Design decoder_2to4_strobe, sky130hd; sources not shown.
Fig. 1: run 1, routing congestion map
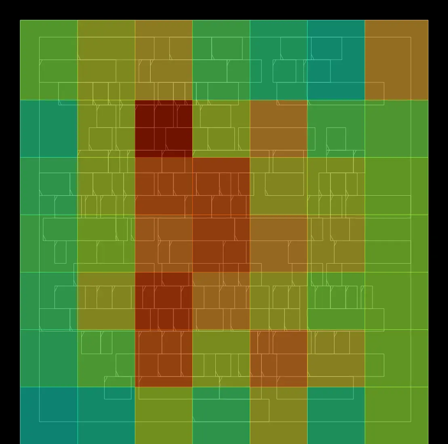
met2 track utilization from global routing: 38.4%
busiest layer in global routing: met2
GRT met1 Usage: 26.6%
M3 GR Usage: 2.63%
post-route core utilization: 63.7%

Fig. 2: run 1, selected gate families
Scale: 8 px per µm.
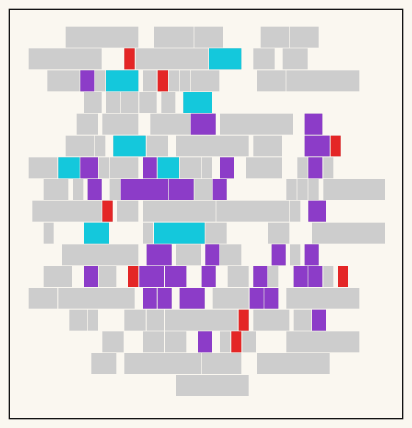
colour	family	cells	most used
cyan	AND-OR and OR-AND gates	8	a221o_2
red	inverters	8	inv_1
purple	inverting AOI/OAI gates	31	a21oi_1
most numerous logic cell after layout: a21oi_1
combinational share of cell area: 44.3%
Non-Filler Instances: 163

Fig. 3: run 1, clock wires, drivers and flops
Scale: 10 px per µm.
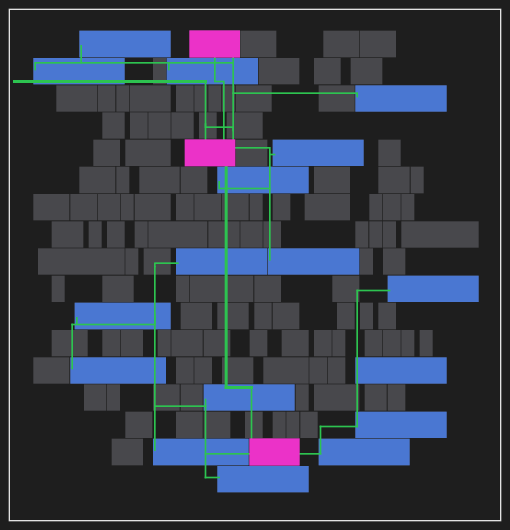
[magenta] clock drivers | count: 3
[green] clock wires | length: 229 µm
[blue] flip-flops | count: 17
routed clock nets	4
Clk. pwr: 0.277 mW
worst clock skew: 0.00212 ns
Clk network pwr share: 12.5%

Fig. 4: run 1, wires at chosen ports, followed through buffers
Scale: 10 px per µm.
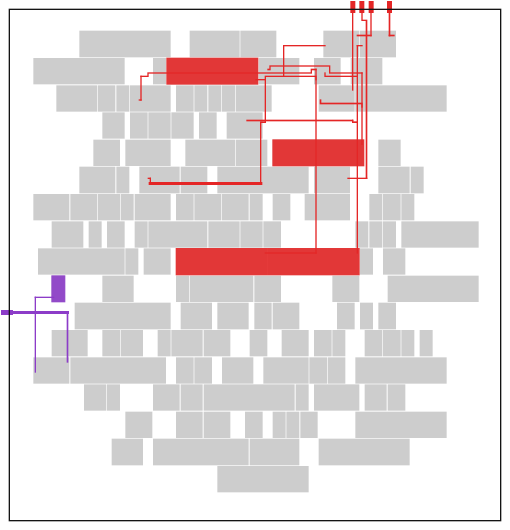
colour	port	bits	direction	end cells	buffers	wire
purple	`code_ready`	1	output	1	1	19.5 µm
red	`y`	4	output	4	4	172 µm
IO Count: 13
input/output buffers: 12

==> impl_metrics.py, run 1 <==
# Generated from Yosys and OpenROAD reports
metrics = {
    "cts": {
        "cts.path.max_buffers": 2,
        "htreeDepth": 1,
        "clockRootBuffer": "clkbuf_8",
    },
    "die": {
        "row_count": 17,
        "fp.dieW_um": 49,
        "die_y_um": 51,
    },
    "routing": {
        "wl_mm": 2.47,
        "dr.pass1.iters": 4,
        "drtIter0Drc": 31,
        "via_per_inst": 5.96,
    },
    "placement": {
        "place_hpwl_mm": 1.81,
        "placed_area_mm2": 0.00123,
        "pre_cts_slack_ns": -0.0958,
    },
    "finish": {
        "largest_register_ffs": 8,
        "drive_gt1_share_pct": 23.0,
        "area_growth_pct": 25.7,
    },
    "final_timing": {
        "setup_viol": 0,
        "setup_ws_ns": 0.0427,
        "rsz0062_at_grt": "no",
        "hold_violations": 0,
        "min_period_ns": 1.86,
        "slew_headroom_pct": 60.3,
    },
    "setup_path": {
        "crit_path_max_fanout": 4,
        "start_kind": "flip-flop",
        "cpPeakStageDelay_ns": 0.40,
    },
    "status": {
        "status": "completed",
    },
    "logic_synthesis": {
        "synthArstFlopShare_pct": 100,
        "synth_area_mm2": 0.00104,
        "postSynthSeqShare_pct": 40.7,
        "yosys-stat-area_mm2": 0.00104,
        "netlist_logic_family_top": "AND-OR/OR-AND gates",
        "yosys.area.top_type_share_pct": 40.7,
        "synth_top_cell_by_count": "dfrtp_1",
        "synth_cell_types": 38,
    },
    "power": {
        "power_density_mw_per_mm2": 1690,
        "ir_drop_v": 0.000879,
        "p_leak_nw": 0.577,
    },
    "global_routing": {
        "overflow": 0,
        "grt_first_pass_wirelength_mm": 4.06,
    },
}
run 1: power by group through the flow:
stage	registers, mW	logic (mW)	clock network [mW]
2_1_floorplan	0.635	0.837	0
6_report	0.682	1.26	0.277
3_5_place_dp	0.716	1.15	0
3_3_place_gp	0.708	1.11	0
4_1_cts	0.697	1.17	0.284
5_1_grt	0.706	1.36	0.302
run 1: routing by layer:
layer / global-route usage (%) / share of wire [%] / up-vias
li1: - / - / 466
met1: 26.6 / 44 / 465
met2: 38.4 / 50 / 33
met3: 2.63 / 4.6 / 7
met4: 10.5 / 1.7 / 0
met5: 0 / 0 / -
run 1: stage by stage:
stage | instances | utilization [%]
3_3_place_gp | 157 | 59.7
5_1_grt | 163 | 63.7
6_report | 163 | 63.7
3_5_place_dp | 157 | 59.7
2_1_floorplan | 115 | -
4_1_cts | 162 | 62.2
run 1: cell type report:
| type | count | area [µm²] | area share (%) |
|---|---|---|---|
| Timing Repair Buffer | 22 | 191 | 14.6 |
| Inverter | 8 | 30.0 | 2.29 |
| Clock buffer | 3 | 41.3 | 3.14 |
| Tap cell | 28 | 35.0 | 2.67 |
| Clock inverter | 1 | 5.00 | 0.381 |
| Multi-Input combinational cell | 84 | 582 | 44.3 |
| Sequential cell | 17 | 429 | 32.7 |
run 1: what timing repair did:
item / in CTS / in global routing
resized: 5 / 4
buffers inserted: 1 / 1
hold buffers: 0 / 0
endpoints found under the setup margin: 3 / 5
run 1: critical path: cells and delay by family (launching register included):
kind	cells	cell delay [ns]
DFF	1	0.39
buffers and inverters	2	0.23
and+or+nand+nor	2	0.26
adders and majority gates	1	0.20
AOI/OAI and AO/OA	2	0.67
==> run 2: changes to the inputs <==
HOLD_SLACK_MARGIN = 0.08   (was default)
Fig. 5: run 2, wiring heat map
Scale: 8 px per µm. 10 x 10 tiles, from white (low) to dark blue (high), scaled to the fullest tile. Values are wire area over tile area, all layers added.
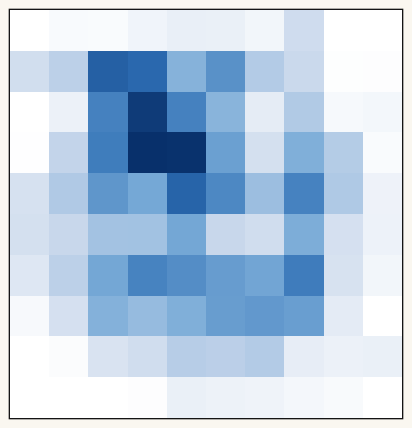
densest ninth of the die	middle
nearly empty tiles	15%
tiles over half the peak	25%
fullest tile	0.54
mean over tiles	0.16
Routed WL per cell: 15.2 µm
Overall Global Routing Usage: 21.8%

==> impl_metrics.py, run 2 <==
# Generated from Yosys and OpenROAD reports
metrics = {
    "setup_path": {
        "cpPeakStageDelay_ns": 0.40,
        "critical_path_buf_inv_count": 2,
        "crit_path_max_fanout": 4,
        "cp_top_family": "AND-OR/OR-AND gates",
        "start_kind": "flip-flop",
        "crit_cells": 7,
    },
    "routing": {
        "via_per_inst": 5.96,
        "drtIter0Drc": 31,
        "dr.pass1.iters": 4,
        "wl_mm": 2.47,
    },
    "cts": {
        "cts.path.max_buffers": 2,
        "htreeDepth": 1,
    },
    "final_timing": {
        "min_period_ns": 1.86,
        "rsz0062_at_grt": "no",
        "clock_skew_ns": 0.00212,
        "setup_viol": 0,
    },
    "logic_synthesis": {
        "synthArstFlopShare_pct": 100,
        "yosys.area.top_type_share_pct": 40.7,
        "synth_top_cell_by_count": "dfrtp_1",
        "postSynthSeqShare_pct": 40.7,
        "synth_cell_types": 38,
    },
    "die": {
        "fp.dieW_um": 49,
        "ioPinCount": 13,
        "row_count": 17,
        "die_y_um": 51,
    },
    "power": {
        "pg_clk_mw": 0.277,
        "clockPowerShare_pct": 12.5,
        "power_density_mw_per_mm2": 1690,
        "power_leader": "combinational cells",
    },
    "status": {
        "status": "completed",
    },
    "finish": {
        "drive_gt1_share_pct": 23.0,
        "area_growth_pct": 25.7,
    },
    "placement": {
        "port_buffers": 12,
    },
}
Fig. 6: run 2, routing congestion map
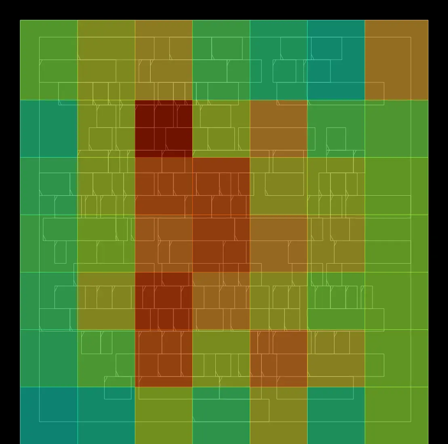

-- run 2: routing by layer --
metal,vias up,track usage [%],part of all wire (%)
met5,-,0,0
met4,0,10.5,1.7
met3,7,2.63,4.6
met2,33,38.4,50
met1,465,26.6,44
li1,466,-,-
-- run 2: worst register-to-register path, stage by stage, from the launching register on --
cell	delay, ns
dfrtp_1	0.39
inv_1	0.08
ha_1	0.20
nor3b_2	0.16
buf_4	0.15
a32oi_2	0.27
nor4_2	0.10
a221o_2	0.40
-- run 2: repair_timing --
item	CTS	global route
hold buffers	0	0
gates resized	5	4
pin swaps	0	0
endpoints found under the setup margin	3	5
buffers inserted	1	1
-- run 2: cells by family after synthesis --
| group | after synthesis | synth area share [%] |
|---|---|---|
| flops | 17 | 40.7 |
| compound gates | 39 | 25.3 |
| simple gates | 41 | 24.1 |
| mux | 1 | 1.08 |
| fa+ha+maj | 2 | 2.39 |
| xor+xnor | 1 | 0.838 |
| buf+inv | 14 | 5.63 |
-- run 2: area by class of cell --
cell class | instances | area (µm²) | share of cell area [%]
Multi-Input combinational cell | 84 | 582 | 44.3
Sequential cell | 17 | 429 | 32.7
Timing Repair Buffer | 22 | 191 | 14.6
Clock buffer | 3 | 41.3 | 3.14
Tap cell | 28 | 35.0 | 2.67
Inverter | 8 | 30.0 | 2.29
Clock inverter | 1 | 5.00 | 0.381
-- run 2: metrics by stage --
step | utilization, % | setup TNS (ns) | area, µm² | setup WS [ns] | instances
floorplan | - | 0 | 1040 | 0.171 | 115
global placement | 59.7 | -0.102 | 1230 | -0.0435 | 157
detailed placement | 59.7 | -0.251 | 1230 | -0.0958 | 157
CTS | 62.2 | 0 | 1280 | 0.00425 | 162
global route | 63.7 | 0 | 1310 | 0.000372 | 163
finish | 63.7 | 0 | 1310 | 0.0427 | 163
Power and IR drop assume default switching activity.
